--- src/rtl/wb_stage_reg_pkg.sv ---
// ============================================================================
// wb_stage_reg_pkg
// Shared Y86 constants: word sizes, instruction codes, status codes, RNONE.
// Revision: 1.0
// ============================================================================
`default_nettype none

package wb_stage_reg_pkg;

    localparam int NIBBLE = 4;
    localparam int WORD   = 32;

    localparam int ICODE_HALT = 0;
    localparam int ICODE_NOP  = 1;

    localparam int STAT_AOK = 1;
    localparam int STAT_HLT = 2;
    localparam int STAT_ADR = 3;
    localparam int STAT_INS = 4;

    // RNONE is the all-ones register ID at whatever register width is in use.
    function automatic int rnone(input int reg_w);
        return (1 << reg_w) - 1;
    endfunction

endpackage

`default_nettype wire

--- src/rtl/wb_stage_reg_pipe_field_reg.sv ---
// ============================================================================
// pipe_field_reg
// One pipeline-register field with synchronous reset, hold and bubble load.
// Revision: 1.0
// ============================================================================
`default_nettype none

module pipe_field_reg #(
    parameter int               WIDTH      = 8,
    parameter logic [WIDTH-1:0] RESET_VAL  = '0,
    parameter logic [WIDTH-1:0] BUBBLE_VAL = '0
) (
    input  logic             clk,
    input  logic             rst,
    input  logic             i_hold,
    input  logic             i_bubble,
    input  logic [WIDTH-1:0] i_d,
    output logic [WIDTH-1:0] o_q
);

    logic [WIDTH-1:0] r_q;

    // Hold outranks bubble so a stalled stage keeps its instruction.
    always_ff @(posedge clk) begin
        if (rst) begin
            r_q <= RESET_VAL;
        end else if (i_hold) begin
            r_q <= r_q;
        end else if (i_bubble) begin
            r_q <= BUBBLE_VAL;
        end else begin
            r_q <= i_d;
        end
    end

    assign o_q = r_q;

endmodule

`default_nettype wire

--- src/rtl/wb_stage_reg.sv ---
// ============================================================================
// wb_stage_reg
// Y86 Write-back pipeline register with stall/bubble, sticky halt,
// register-file write enables and a retired-instruction counter.
// Revision: 1.0
// ============================================================================
`default_nettype none

module wb_stage_reg
    import wb_stage_reg_pkg::*;
#(
    parameter int WORD_W  = 32,
    parameter int ICODE_W = 4,
    parameter int REG_W   = 4,
    parameter int STAT_W  = 3,
    parameter int CNT_W   = 32
) (
    input  logic               clk,
    input  logic               rst,
    input  logic               W_stall_i,
    input  logic               W_bubble_i,
    input  logic [ICODE_W-1:0] M_icode_i,
    input  logic [STAT_W-1:0]  M_stat_i,
    input  logic [WORD_W-1:0]  M_valE_i,
    input  logic [WORD_W-1:0]  m_valM_i,
    input  logic [REG_W-1:0]   M_dstE_i,
    input  logic [REG_W-1:0]   M_dstM_i,
    output logic [ICODE_W-1:0] W_icode_o,
    output logic [STAT_W-1:0]  W_stat_o,
    output logic [WORD_W-1:0]  W_valE_o,
    output logic [WORD_W-1:0]  W_valM_o,
    output logic [REG_W-1:0]   W_dstE_o,
    output logic [REG_W-1:0]   W_dstM_o,
    output logic               W_wenE_o,
    output logic               W_wenM_o,
    output logic               W_halted_o,
    output logic [CNT_W-1:0]   W_retired_o
);

    localparam logic [ICODE_W-1:0] c_ICODE_NOP = ICODE_W'(ICODE_NOP);
    localparam logic [STAT_W-1:0]  c_STAT_AOK  = STAT_W'(STAT_AOK);
    localparam logic [REG_W-1:0]   c_RNONE     = {REG_W{1'b1}};

    logic             r_halted;
    logic [CNT_W-1:0] r_retired;
    logic             w_hold;
    logic             w_load;

    // Once halted, the whole stage freezes regardless of stall/bubble.
    assign w_hold = r_halted | W_stall_i;
    assign w_load = ~w_hold & ~W_bubble_i;

    pipe_field_reg #(.WIDTH(ICODE_W), .RESET_VAL(c_ICODE_NOP), .BUBBLE_VAL(c_ICODE_NOP)) u_icode (
        .clk(clk), .rst(rst), .i_hold(w_hold), .i_bubble(W_bubble_i), .i_d(M_icode_i), .o_q(W_icode_o));
    pipe_field_reg #(.WIDTH(STAT_W), .RESET_VAL(c_STAT_AOK), .BUBBLE_VAL(c_STAT_AOK)) u_stat (
        .clk(clk), .rst(rst), .i_hold(w_hold), .i_bubble(W_bubble_i), .i_d(M_stat_i), .o_q(W_stat_o));
    pipe_field_reg #(.WIDTH(WORD_W), .RESET_VAL('0), .BUBBLE_VAL('0)) u_valE (
        .clk(clk), .rst(rst), .i_hold(w_hold), .i_bubble(W_bubble_i), .i_d(M_valE_i), .o_q(W_valE_o));
    pipe_field_reg #(.WIDTH(WORD_W), .RESET_VAL('0), .BUBBLE_VAL('0)) u_valM (
        .clk(clk), .rst(rst), .i_hold(w_hold), .i_bubble(W_bubble_i), .i_d(m_valM_i), .o_q(W_valM_o));
    pipe_field_reg #(.WIDTH(REG_W), .RESET_VAL(c_RNONE), .BUBBLE_VAL(c_RNONE)) u_dstE (
        .clk(clk), .rst(rst), .i_hold(w_hold), .i_bubble(W_bubble_i), .i_d(M_dstE_i), .o_q(W_dstE_o));
    pipe_field_reg #(.WIDTH(REG_W), .RESET_VAL(c_RNONE), .BUBBLE_VAL(c_RNONE)) u_dstM (
        .clk(clk), .rst(rst), .i_hold(w_hold), .i_bubble(W_bubble_i), .i_d(M_dstM_i), .o_q(W_dstM_o));

    always_ff @(posedge clk) begin
        if (rst) begin
            r_halted  <= 1'b0;
            r_retired <= '0;
        end else if (w_load) begin
            if (M_stat_i != c_STAT_AOK) begin
                r_halted <= 1'b1;
            end else if (M_icode_i != c_ICODE_NOP) begin
                r_retired <= r_retired + CNT_W'(1);
            end
        end
    end

    assign W_halted_o  = r_halted;
    assign W_retired_o = r_retired;
    assign W_wenE_o    = (W_dstE_o != c_RNONE) && (W_stat_o == c_STAT_AOK) && !r_halted;
    assign W_wenM_o    = (W_dstM_o != c_RNONE) && (W_stat_o == c_STAT_AOK) && !r_halted;

endmodule

`default_nettype wire

--- config.mk ---
export PLATFORM = sky130hd
export DESIGN_NAME = wb_stage_reg
export DESIGN_NICKNAME = d
export VERILOG_FILES = /design/src/rtl/wb_stage_reg_pkg.sv /design/src/rtl/wb_stage_reg_pipe_field_reg.sv /design/src/rtl/wb_stage_reg.sv
export SDC_FILE = /design/constraint.sdc
export NUM_CORES = 1
export LEC_CHECK = 0
export CAP_MARGIN = 20
export CORE_UTILIZATION = 63
export CTS_CLUSTER_SIZE = 16
export DETAILED_ROUTE_END_ITERATION = 10
export DONT_BUFFER_PORTS = 1
export PLACE_DENSITY = 0.79
export RECOVER_POWER = 25
export SLEW_MARGIN = 25
export SYNTH_ARGS = -nofsm -noshare
export SYNTH_HDL_FRONTEND = slang
export SYNTH_SLANG_ARGS = --single-unit
--- constraint.sdc ---
create_clock -name clk -period 3.1 [get_ports clk]
set_clock_uncertainty 0.15 [all_clocks]
set_input_delay 0.93 -clock clk [delete_from_list [all_inputs] [get_ports clk]]
set_output_delay 0.93 -clock clk [all_outputs]
set_load 0.02 [all_outputs]
==> reports/qor.yml <==
worst_setup_path:
  crit_fanout: 3
  timing.rr.start: "W_halted_o$_SDFFE_PP0P_"
  path_class: "register to output pin"
global_route:
  grt_pass1_vias: 3613
  grt-ovfl-total: 0
  antenna_found_initial: 0
  grt_pass1_wl_um: 16800
  grt_max_degree: 119
place:
  place_hpwl_um: 7570
  dpl_worst_slack_ns: 0.283
  place_area_sq_um: 4740
drt:
  avgViaCountPerCell: 6.26
  drt-pass1-iter-count: 4
  wl_per_cell_um: 17.8
  detail_route.iter0.violations: 305
synthesis:
  yosys_cells: 561
  muxShareOfSynthArea_pct: 1.63
  synthAdderAreaFrac_pct: 0.263
  synth.avg_cell_area_sq_um: 8.49
  synth_cell_types: 39
  xor_share_pct: 0.552
  edf_count: 0
  synth_area_sq_um: 4760
  floorplan.nets: 645
  yosys_area_sq_um: 4760
clock_network:
  cts_made_buffers: 9
pwr:
  ir_drop_uv: 332
  power.density_nw_per_um2: 512
  power.total_w: 0.00252
final_timing:
  hold_viol_final: 0
  slew_violations: 0
  slew_headroom_pct: 59.7
  final.setup.tns_ns: 0
  layout_min_cycle_time_ns: 3.05
die:
  core_area_sq_um: 7290
  num_rows: 31
  fp.dieH_um: 88.9
final_layout:
  final_cells: 633
  utilization_pct: 67.4
  design_area_sq_um: 4910
status:
  status: "complete, no violations"
## cell usage in the layout (no fill, tap or decap), types with 7 or more instances in the layout
master	synthesis	routed
dfxtp_1	112	112
a21oi_1	92	92
nand2_1	79	79
nand3b_1	70	70
nor2_1	24	23
or4_1	17	17
o31ai_1	14	14
nor3_1	11	11
o21bai_1	10	10
nand3_1	10	10
clkbuf_8	0	10
nand4_1	9	9
or3_1	8	8
buf_4	0	7
## metal layers
layer	share of wire (%)	up-vias	GRT usage [%]
met5	0	-	0
met4	1.5	0	11.3
met3	9.8	17	8.68
met2	50	172	45.0
met1	39	1843	33.0
li1	-	1929	-
## area by class of cell
cell class / count / area (sq um) / share of cell area, %
clock buffers: 10 / 138 / 2.80
well taps: 99 / 124 / 2.52
clock inverters: 5 / 41.3 / 0.840
multi-input cells: 394 / 2290 / 46.7
repair buffers: 8 / 56.3 / 1.15
flip-flops and latches: 112 / 2240 / 45.6
inverters: 5 / 18.8 / 0.382
## synth_stat cells (5+ instances only)
library cell / count / area share (%)
inv_1: 5 / 0.39
nor4_1: 6 / 0.79
a21oi_1: 92 / 9.7
nor3_1: 11 / 1.2
nand3_1: 10 / 1.1
mux2_1: 6 / 1.4
dfxtp_1: 112 / 47
nand2_1: 79 / 6.2
nand3b_1: 70 / 11
or3_1: 8 / 1.1
nor2b_1: 5 / 0.66
o31ai_1: 14 / 2.2
or4_1: 17 / 2.7
o21ai_1: 5 / 0.53
nor2_1: 24 / 1.9
o21bai_1: 10 / 1.6
nand4_1: 9 / 1.2
clkbuf_1: 44 / 3.5
## registers in the layout, indices dropped and copies added, names as in the netlist
name,count
u_stat.o_q,3
W_retired_o,32
W_halted_o,1
u_dstM.o_q,4
u_valE.o_q,32
u_icode.o_q,4
u_valM.o_q,32
u_dstE.o_q,4
## where the power goes
part / internal (W) / switching [W] / total, W / leakage (nW)
Combinational: 0.0000606 / 0.0000864 / 0.000147 / 0.557
Sequential: 0.00148 / 0.0000811 / 0.00156 / 0.910
Clock: 0.000319 / 0.000490 / 0.000809 / 0.0907
Total: 0.00186 / 0.000657 / 0.00252 / 1.56
## worst min path at each step
stage	startpoint	end	slack (ns)
floorplan	u_valE.o_q[21]$_SDFFE_PP0N_	u_valE.o_q[21]$_SDFFE_PP0N_	0.38
global placement	u_valE.o_q[25]$_SDFFE_PP0N_	u_valE.o_q[25]$_SDFFE_PP0N_	0.38
detailed placement	u_valE.o_q[28]$_SDFFE_PP0N_	u_valE.o_q[28]$_SDFFE_PP0N_	0.39
CTS	u_valE.o_q[28]$_SDFFE_PP0N_	u_valE.o_q[28]$_SDFFE_PP0N_	0.40
global route	u_valE.o_q[9]$_SDFFE_PP0N_	u_valE.o_q[9]$_SDFFE_PP0N_	0.42
finish	u_valE.o_q[28]$_SDFFE_PP0N_	u_valE.o_q[28]$_SDFFE_PP0N_	0.40
## logic make-up after synthesis
logic type / count (synthesis)
buf+inv: 55
fa+ha+maj: 1
xor+xnor: 3
simple gates: 257
compound gates: 126
flops: 112
mux: 7
## critical path, cell delays in order, from the launching register on
cell,delay (ns)
dfxtp_1,0.42
or4b_2,0.72
a41oi_1,0.46
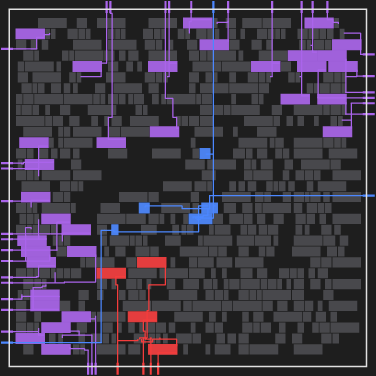
Figure 1: I/O nets highlighted.
Scale: 4 px per um.
[M_stat_i] blue | bits: 3 | direction: input | edge: 1 west, 1 north, 1 east | end cells: 6 | buffers: 0 | wire: 209 um
[W_dstE_o] red | bits: 4 | direction: output | edge: south | end cells: 4 | buffers: 0 | wire: 97.9 um
[W_valE_o] purple | bits: 32 | direction: output | edge: 13 west, 10 north, 6 east, 3 south | end cells: 32 | buffers: 0 | wire: 523 um
PortBufs: 0
IO Count: 197

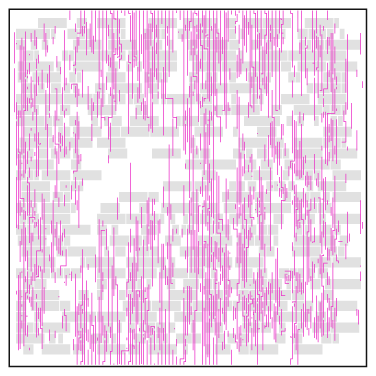
Figure 2: metal 2.
Scale: 4 px per um. Cells faint in the background.
share of all routed wire: 50%
main direction: vertical
wire length on this layer: 5,600 um
nets with wire on the layer: 509
DR vias: 3,961
met2 Use GR: 45.0%
drt total wl: 11,300 um

No activity file was given, so power comes from the tool's default toggle rates.
